`src/rtl/vend_sequencer_if.sv`:
```
// Front-end / actuator bundle for the vending sequencer.
// Valid/ready: coin, selection, cancel and restock are single-cycle strobes with no back-pressure;
// every response (OPEN, CHANGE, COIN_REJ, SEL_NAK) is a one-cycle pulse the cycle after the cause.
interface vend_sequencer_if;
    logic [1:0] COIN;
    logic       SEL_VALID;
    logic [1:0] SEL_ID;
    logic       CANCEL;
    logic       RESTOCK;
    logic       OPEN;
    logic [1:0] ITEM_ID;
    logic       CHANGE;
    logic       COIN_REJ;
    logic       SEL_NAK;
    logic       BUSY;
    logic [3:0] CREDIT;
    logic [3:0] SOLD_OUT;

    modport master (
        output COIN, SEL_VALID, SEL_ID, CANCEL, RESTOCK,
        input  OPEN, ITEM_ID, CHANGE, COIN_REJ, SEL_NAK, BUSY, CREDIT, SOLD_OUT
    );

    modport slave (
        input  COIN, SEL_VALID, SEL_ID, CANCEL, RESTOCK,
        output OPEN, ITEM_ID, CHANGE, COIN_REJ, SEL_NAK, BUSY, CREDIT, SOLD_OUT
    );
endinterface

```
`src/rtl/vend_sequencer.sv`:
```
// Multi-item vending controller: coin credit, price/stock arbitration, dispense and serial change.
// State encoding on o_dbg_state: 0=IDLE 1=COLLECT 2=VEND 3=REFUND.
module vend_sequencer #(
    parameter int PRICE_U    = 3,
    parameter int MAX_CREDIT = 6,
    parameter int STOCK_INIT = 8,
    parameter int TIMEOUT    = 255
) (
    input  logic                 clk,
    input  logic                 reset,
    vend_sequencer_if.slave      bus,
    output logic [1:0]           o_dbg_state
);
    typedef enum logic [1:0] {S_IDLE = 2'd0, S_COLLECT = 2'd1, S_VEND = 2'd2, S_REFUND = 2'd3} state_t;

    localparam logic [3:0] PRICE4   = 4'(PRICE_U);
    localparam logic [4:0] MAX5     = 5'(MAX_CREDIT);
    localparam logic [3:0] STOCK4   = 4'(STOCK_INIT);
    localparam logic [7:0] TMO_LAST = 8'(TIMEOUT - 1);

    state_t     r_state, w_state_nx;
    logic [3:0] r_credit, w_credit_nx;
    logic [7:0] r_timer, w_timer_nx;
    logic [3:0] r_stock [4];
    logic [3:0] w_stock_nx [4];
    logic       r_open, w_open_nx;
    logic [1:0] r_item, w_item_nx;
    logic       r_change, w_change_nx;
    logic       r_coin_rej, w_coin_rej_nx;
    logic       r_sel_nak, w_sel_nak_nx;

    logic [1:0] w_coin_val;
    logic       w_coin_hit;
    logic [4:0] w_sum;
    logic       w_coin_fits;
    logic [3:0] w_credit_coin;
    logic       w_sel_ok;

    assign w_coin_val    = (bus.COIN == 2'b01) ? 2'd1 : (bus.COIN == 2'b10) ? 2'd2 : 2'd0;
    assign w_coin_hit    = (w_coin_val != 2'd0);
    assign w_sum         = {1'b0, r_credit} + {3'b000, w_coin_val};
    assign w_coin_fits   = (w_sum <= MAX5);
    assign w_credit_coin = (w_coin_hit && w_coin_fits) ? w_sum[3:0] : r_credit;
    // Selection is judged on the credit held before any same-cycle coin.
    assign w_sel_ok      = bus.SEL_VALID && (r_credit >= PRICE4) && (r_stock[bus.SEL_ID] != 4'd0);

    always_ff @(posedge clk or posedge reset) begin
        if (reset) begin
            r_state    <= S_IDLE;
            r_credit   <= 4'd0;
            r_timer    <= 8'd0;
            for (int i = 0; i < 4; i++) r_stock[i] <= STOCK4;
            r_open     <= 1'b0;
            r_item     <= 2'd0;
            r_change   <= 1'b0;
            r_coin_rej <= 1'b0;
            r_sel_nak  <= 1'b0;
        end else begin
            r_state    <= w_state_nx;
            r_credit   <= w_credit_nx;
            r_timer    <= w_timer_nx;
            for (int i = 0; i < 4; i++) r_stock[i] <= w_stock_nx[i];
            r_open     <= w_open_nx;
            r_item     <= w_item_nx;
            r_change   <= w_change_nx;
            r_coin_rej <= w_coin_rej_nx;
            r_sel_nak  <= w_sel_nak_nx;
        end
    end

    // Each change pulse is issued on the same edge that decrements credit, so the last
    // pulse is visible in the cycle where CREDIT first reads 0.
    always_comb begin
        w_state_nx    = r_state;
        w_credit_nx   = r_credit;
        w_timer_nx    = 8'd0;
        w_stock_nx    = r_stock;
        w_open_nx     = 1'b0;
        w_item_nx     = 2'd0;
        w_change_nx   = 1'b0;
        w_coin_rej_nx = 1'b0;
        w_sel_nak_nx  = 1'b0;
        case (r_state)
            S_IDLE: begin
                if (bus.RESTOCK) begin
                    for (int i = 0; i < 4; i++) w_stock_nx[i] = STOCK4;
                end
                if (w_coin_hit) begin
                    w_credit_nx = {2'b00, w_coin_val};
                    w_state_nx  = S_COLLECT;
                end
            end
            S_COLLECT: begin
                if (bus.CANCEL) begin
                    w_coin_rej_nx = w_coin_hit && !w_coin_fits;
                    w_change_nx   = 1'b1;
                    w_credit_nx   = w_credit_coin - 4'd1;
                    w_state_nx    = S_REFUND;
                end else if (w_sel_ok) begin
                    w_coin_rej_nx              = w_coin_hit;
                    w_open_nx                  = 1'b1;
                    w_item_nx                  = bus.SEL_ID;
                    w_stock_nx[bus.SEL_ID]     = r_stock[bus.SEL_ID] - 4'd1;
                    w_credit_nx                = r_credit - PRICE4;
                    w_state_nx                 = S_VEND;
                end else begin
                    w_sel_nak_nx  = bus.SEL_VALID;
                    w_coin_rej_nx = w_coin_hit && !w_coin_fits;
                    w_credit_nx   = w_credit_coin;
                    if (!w_coin_hit && !bus.SEL_VALID) begin
                        if (r_timer == TMO_LAST) begin
                            w_change_nx = 1'b1;
                            w_credit_nx = r_credit - 4'd1;
                            w_state_nx  = S_REFUND;
                        end else begin
                            w_timer_nx = r_timer + 8'd1;
                        end
                    end
                end
            end
            S_VEND, S_REFUND: begin
                w_coin_rej_nx = w_coin_hit;
                if (r_credit != 4'd0) begin
                    w_change_nx = 1'b1;
                    w_credit_nx = r_credit - 4'd1;
                    w_state_nx  = S_REFUND;
                end else begin
                    w_state_nx = S_IDLE;
                end
            end
            default: w_state_nx = S_IDLE;
        endcase
    end

    always_comb begin
        bus.OPEN     = r_open;
        bus.ITEM_ID  = r_item;
        bus.CHANGE   = r_change;
        bus.COIN_REJ = r_coin_rej;
        bus.SEL_NAK  = r_sel_nak;
        bus.BUSY     = (r_state == S_VEND) || (r_state == S_REFUND);
        bus.CREDIT   = r_credit;
        bus.SOLD_OUT = 4'd0;
        for (int i = 0; i < 4; i++) bus.SOLD_OUT[i] = (r_stock[i] == 4'd0);
        o_dbg_state  = r_state;
    end
endmodule

```
`src/flat_wrapper.sv`:
```
// flat-port wrapper written by rule: the top's interface ports become plain ports
module vend_sequencer_flat 
#(
    parameter int PRICE_U    = 3,
    parameter int MAX_CREDIT = 6,
    parameter int STOCK_INIT = 8,
    parameter int TIMEOUT    = 255
)
  (clk, reset, o_dbg_state, bus_COIN, bus_SEL_VALID, bus_SEL_ID, bus_CANCEL, bus_RESTOCK, bus_OPEN, bus_ITEM_ID, bus_CHANGE, bus_COIN_REJ, bus_SEL_NAK, bus_BUSY, bus_CREDIT, bus_SOLD_OUT);
  vend_sequencer_if bus_i ();
  input  logic clk;
  input  logic reset;
  output logic [1:0] o_dbg_state;
  input wire logic [$bits(bus_i.COIN)-1:0] bus_COIN;
  input wire logic [$bits(bus_i.SEL_VALID)-1:0] bus_SEL_VALID;
  input wire logic [$bits(bus_i.SEL_ID)-1:0] bus_SEL_ID;
  input wire logic [$bits(bus_i.CANCEL)-1:0] bus_CANCEL;
  input wire logic [$bits(bus_i.RESTOCK)-1:0] bus_RESTOCK;
  output wire logic [$bits(bus_i.OPEN)-1:0] bus_OPEN;
  output wire logic [$bits(bus_i.ITEM_ID)-1:0] bus_ITEM_ID;
  output wire logic [$bits(bus_i.CHANGE)-1:0] bus_CHANGE;
  output wire logic [$bits(bus_i.COIN_REJ)-1:0] bus_COIN_REJ;
  output wire logic [$bits(bus_i.SEL_NAK)-1:0] bus_SEL_NAK;
  output wire logic [$bits(bus_i.BUSY)-1:0] bus_BUSY;
  output wire logic [$bits(bus_i.CREDIT)-1:0] bus_CREDIT;
  output wire logic [$bits(bus_i.SOLD_OUT)-1:0] bus_SOLD_OUT;
  assign bus_i.COIN = bus_COIN;
  assign bus_i.SEL_VALID = bus_SEL_VALID;
  assign bus_i.SEL_ID = bus_SEL_ID;
  assign bus_i.CANCEL = bus_CANCEL;
  assign bus_i.RESTOCK = bus_RESTOCK;
  assign bus_OPEN = bus_i.OPEN;
  assign bus_ITEM_ID = bus_i.ITEM_ID;
  assign bus_CHANGE = bus_i.CHANGE;
  assign bus_COIN_REJ = bus_i.COIN_REJ;
  assign bus_SEL_NAK = bus_i.SEL_NAK;
  assign bus_BUSY = bus_i.BUSY;
  assign bus_CREDIT = bus_i.CREDIT;
  assign bus_SOLD_OUT = bus_i.SOLD_OUT;
  vend_sequencer #(.PRICE_U(PRICE_U), .MAX_CREDIT(MAX_CREDIT), .STOCK_INIT(STOCK_INIT), .TIMEOUT(TIMEOUT)) u_core (.clk(clk), .reset(reset), .bus(bus_i), .o_dbg_state(o_dbg_state));
endmodule
```
`config.mk`:
```
export PLATFORM = sky130hd
export DESIGN_NAME = vend_sequencer_flat
export DESIGN_NICKNAME = d
export VERILOG_FILES = /design/src/rtl/vend_sequencer_if.sv /design/src/rtl/vend_sequencer.sv /design/src/flat_wrapper.sv
export SDC_FILE = /design/constraint.sdc
export NUM_CORES = 1
export LEC_CHECK = 0
export CELL_PAD_IN_SITES_DETAIL_PLACEMENT = 1
export CELL_PAD_IN_SITES_GLOBAL_PLACEMENT = 1
export CORE_UTILIZATION = 45
export DETAILED_ROUTE_END_ITERATION = 6
export MAX_ROUTING_LAYER = met4
export PLACE_DENSITY_LB_ADDON = 0.1
export SLEW_MARGIN = 10
export SYNTH_ARGS = -nofsm -noshare
export SYNTH_HDL_FRONTEND = slang
export SYNTH_SLANG_ARGS = --single-unit
```
`constraint.sdc`:
```
create_clock -name clk -period 4 [get_ports clk]
set_input_delay 1.2 -clock clk [delete_from_list [all_inputs] [get_ports clk]]
set_output_delay 1.2 -clock clk [all_outputs]
set_load 0.005 [all_outputs]
```
==> datasheet_impl.txt, run 1 <==
Physical design parameters

Parameter                              Value

Outcome
  Outcome    finished clean

Power and ir drop
  Sequential group share of total power    0.307
  Seq pwr    641 uW
  Comb power    1170 uW
  Power of the clock network    272 uW
  Switching share of power    0.437
  Clock power frac    0.131
  Part of the total power dissipated in combinational logic    0.562

Floorplanning
  Row Count    26
  Total I/O pin count    26
  Fp_density    0.481

Synth
  Post-synthesis xor/xnor area fraction    0.0346
  Synth Area in Compound Gates    0.243
  Yosys warning count    0
  Fraction of post-synthesis cell area in the top cell type by area    0.316
  Largest family of logic cells by area    AND-OR/OR-AND gates
  Cell type with the largest total area after synthesis    dfrtp_1

Worst hold path
  Hold Path Origin    u_core.r_timer[5]
  Hold Path Class    flop to flop

Setup path
  Largest stage delay on the critical path    0.50 ns
  CP max FO    5
  Stages on worst setup path    10
  Crit. End Element    flop
  Dominant cell type by count on the critical path    ha_1
  Crit path DRT    4.16 ns
  Arrival time at the worst endpoint    4.03 ns
  Timing endpoint of the critical path    u_core.bus.CREDIT[3]

Route
  Number of design rule violations left after detail routing    0
  Number of antenna-violating nets in the routed design    0

Cells and area
  Most frequent cells in the layout    dfrtp_1, nor2_1, clkdlybuf4s50_1
  Synthesis-to-layout area growth    20.8%
  Final cell count without fillers    385
  Number of nets at the end of the flow    335

Timing
  Worst hold slack    0.533 ns
  Max_slew headroom    0.509
  Finish-stage setup viols    0
  Worst clock skew    0.00825 ns

Clocking
  Clock transition at path regs    0.08 ns

GRT
  Largest net degree at the start of global routing    20
## run 1: per-layer routing
layer	track usage	wire [um]
met2	0.426	3460
met4	0.0717	121
met1	0.385	3690
met5	-	0
met3	0.0512	304
## run 1: what timing repair did
action                                 4_1_cts  5_1_grt
setup endpoints to repair                    0        1
endpoints found under the hold margin        0        0
gates resized                                0        1
## run 1: area by class of cell
type	instances	area, sq um
sequential	36	906
timing repair buffer	45	400
multi-input combinational	211	1520
clock buffer	5	68.8
inverter	15	56.3
fill	645	2210
clock inverter	3	21.3
tap	70	87.6
## run 1: tightest hold or removal path, cell delays in order, from the launching register on
cell     delay [ns]
dfrtp_1        0.36
xor2_1         0.07
nor2_1         0.07
==> run_1/final_placement.png <==
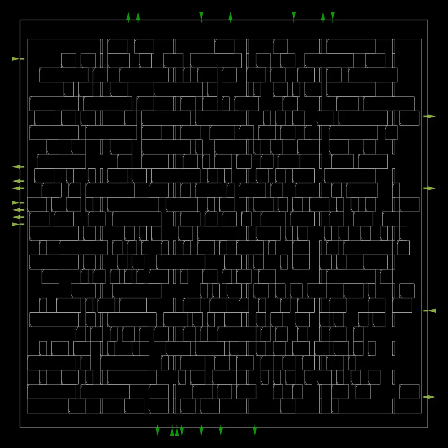
filler instances: 645
total core area: 5270 sq um
FFs & Latches: 36

==> run_1/metal_stack.png <==
Scale: 4 px per um. Only two layers are drawn.
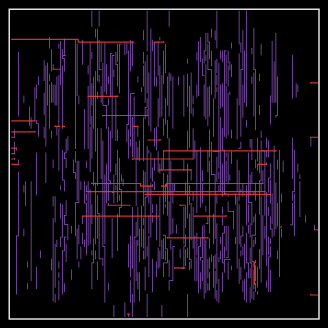
| layer | color | wire length |
|---|---|---|
| met3 | red | 305 um |
| met2 | purple | 3,460 um |
average routed wire per standard cell: 19.7 um
DR vias: 2,378
Tot GR Track Use: 0.280
sum of routed wire length over all layers: 7570 um

==> run_1/wire_density.png <==
Scale: 4 px per um. 15 x 15 tiles, from dark purple (low) to yellow (high), scaled to the fullest tile. Values are wire area over tile area, all layers added.
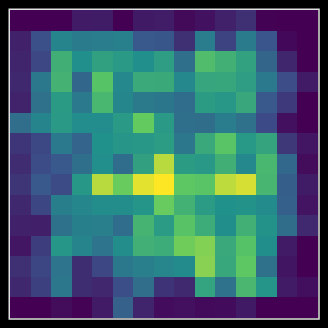
tiles over half the peak: 31%
nearly empty tiles: 8.4%
emptiest ninth of the die: south-west
densest ninth of the die: center
fullest tile: 0.55

==> run 2, diff against run 1 <==
SLEW_MARGIN = default   (was 10)
==> run_2/gate_families.png <==
Scale: 4 px per um.
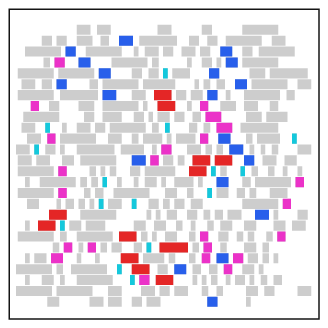
| family | color | cells |
|---|---|---|
| AND-OR and OR-AND gates | blue | 20 |
| AND and OR gates | magenta | 23 |
| inverters | cyan | 15 |
| adder and majority cells | red | 12 |
final cell count without fillers: 385
combinational share of cell area: 0.497
most common cell after layout, fill and taps aside: dfrtp_1

==> run_2/wire_density.png <==
Scale: 4 px per um. 15 x 15 tiles, from dark purple (low) to yellow (high), scaled to the fullest tile. Values are wire area over tile area, all layers added.
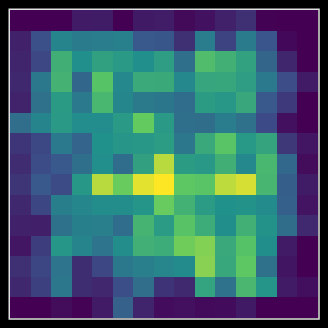
mean over tiles: 0.20
tiles over half the peak: 31%
emptiest ninth of the die: south-west

==> datasheet_impl.txt, run 2 <==
Physical design parameters

Parameter                              Value

Route
  Top layer reached by signal wires    met4
  DR vias    2,378
  Number of design rule violations left after detail routing    0
  Sum of routed wire length over all layers    7570 um
  Number of search-and-repair iterations in the first detailed-routing pass    4
  Number of antenna-violating nets in the routed design    0
  Average routed wire per standard cell    19.7 um
  Met1 Wirelength    3690 um
  Routed length on met3    304 um

GRT
  Met2 demand-to-capacity share in global routing    0.426
  Largest net degree at the start of global routing    20
  Met3 track demand over resource    0.0512
  Met1 track demand over resource in global routing    0.385

Setup path
  Largest stage delay on the critical path    0.50 ns
  Dominant cell type by count on the critical path    ha_1
  Arrival time at the worst endpoint    4.03 ns
  Crit path DRT    4.16 ns
  Crit. End Element    flop
  Timing endpoint of the critical path    u_core.bus.CREDIT[3]
  CP max FO    5
  Crit start category    primary input

Synth
  Fraction of post-synthesis cell area in the top cell type by area    0.316
  Asr flop ratio synth    1.00
  Post-synthesis xor/xnor area fraction    0.0346
  Yosys warning count    0
  Synthesized area    2530 sq um
  Cell type with the largest total area after synthesis    dfrtp_1
  Number of distinct library cells after synthesis    67
  Largest family of logic cells by area    AND-OR/OR-AND gates

Timing
  Finish-stage setup viols    0
  Worst hold slack    0.533 ns
  Worst clock skew    0.00825 ns

Clocking
  Cells resized by post-CTS repair    0
  Number of hold buffers added after CTS    0
  Clock transition at path regs    0.08 ns

Cells and area
  Synthesis-to-layout area growth    20.8%
  Most frequent cells in the layout    dfrtp_1, nor2_1, clkdlybuf4s50_1
  Fraction of the core area covered by cells at the end of the flow    0.581
  Fraction of layout cells with a size suffix above 1    0.156

Outcome
  Outcome    finished clean

Floorplanning
  Total core area    5270 sq um
  Total I/O pin count    26
  Fp_density    0.481
  Row Count    26

Worst hold path
  Hold Path Class    flop to flop
  Hold Path Origin    u_core.r_timer[5]
[run 2: area by class of cell]
cell class,count,area [sq um]
Tap cell,70,87.6
Clock buffer,5,68.8
Clock inverter,3,21.3
Fill cell,645,2210
Sequential cell,36,906
Inverter,15,56.3
Timing Repair Buffer,45,400
Multi-Input combinational cell,211,1520
[run 2: through the flow]
stage / instance area (sq um) / TNS, ns / worst slack, ns
after floorplan: 2530 / 0 / 0.510
after global placement: 2970 / -0.0993 / -0.0599
after detailed placement: 2970 / -0.507 / -0.164
after CTS: 3060 / 0 / 0.128
after global routing: 3060 / 0 / 0.000133
final: 3060 / 0 / 0.133
[run 2: report_power, final]
part	switching, uW	total, uW	internal [uW]
combinational	604	1170	568
clock	149	272	124
sequential	159	641	482
==> run 3, diff against run 2 <==
HOLD_SLACK_MARGIN = 0.02   (was default)
==> run_3/metal_stack.png <==
Scale: 4 px per um. Only two layers are drawn.
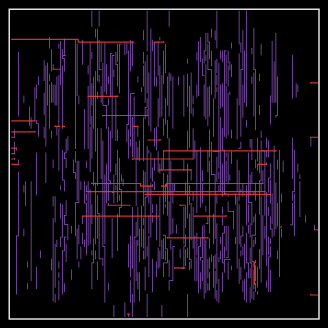
| layer | color | wire length |
|---|---|---|
| met2 | purple | 3,460 um |
| met3 | red | 305 um |

==> run_3/wire_density.png <==
Scale: 4 px per um. 15 x 15 tiles, from dark purple (low) to yellow (high), scaled to the fullest tile. Values are wire area over tile area, all layers added.
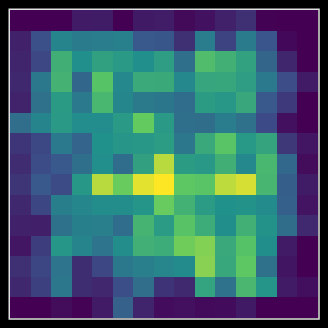
tiles over half the peak: 31%
mean over tiles: 0.20
densest ninth of the die: center
fullest tile: 0.55
nearly empty tiles: 8.4%
emptiest ninth of the die: south-west

==> datasheet_impl.txt, run 3 <==
Physical design parameters

Parameter                              Value

Cells and area
  Synthesis-to-layout area growth    20.8%
  Final Cell Area    3060 sq um
  Fraction of layout cells with a size suffix above 1    0.156

Route
  Average routed wire per standard cell    19.7 um
  Met1 Wirelength    3690 um

Setup path
  Stages on worst setup path    10
  Timing endpoint of the critical path    u_core.bus.CREDIT[3]
  CP max FO    5
  Largest stage delay on the critical path    0.50 ns

Timing
  Post-Route Setup TNS    0 ns
  Max_slew headroom    0.509
  Worst clock skew    0.00825 ns
  Final critical-path setup slack    0.133 ns

GRT
  Grt peak-use layer    met2
  Largest net degree at the start of global routing    20
  Tot GR Track Use    0.280

Power and ir drop
  Internal Power    1170 uW

Place
  Pre-CTS setup slack    -0.164 ns

Synth
  Fraction of post-synthesis cell area in the top cell type by area    0.316

Floorplanning
  Row Count    26

Worst hold path
  Hold Path Class    flop to flop

Outcome
  Outcome    finished clean
run 3: cell families (layout without fill, tap and decap cells):
group / Yosys count / count (layout) / synth area share
adders and majority gates: 12 / 12 / 0.0622
buffers and inverters: 26 / 68 / 0.0430
DFF: 36 / 36 / 0.358
xor gates and xnor gates: 10 / 10 / 0.0346
AOI/OAI and AO/OA: 80 / 80 / 0.243
muxes: 10 / 10 / 0.0553
and+or+nand+nor: 99 / 99 / 0.204
run 3: cell type report:
cell class                 count  area (sq um)  area share
multi-input combinational    211          1520       0.497
clock buffer                   5          68.8      0.0225
sequential                    36           906       0.296
timing repair buffer          45           400       0.131
clock inverter                 3          21.3     0.00695
tap                           70          87.6      0.0286
inverter                      15          56.3      0.0184
No activity file was given, so power comes from the tool's default toggle rates.
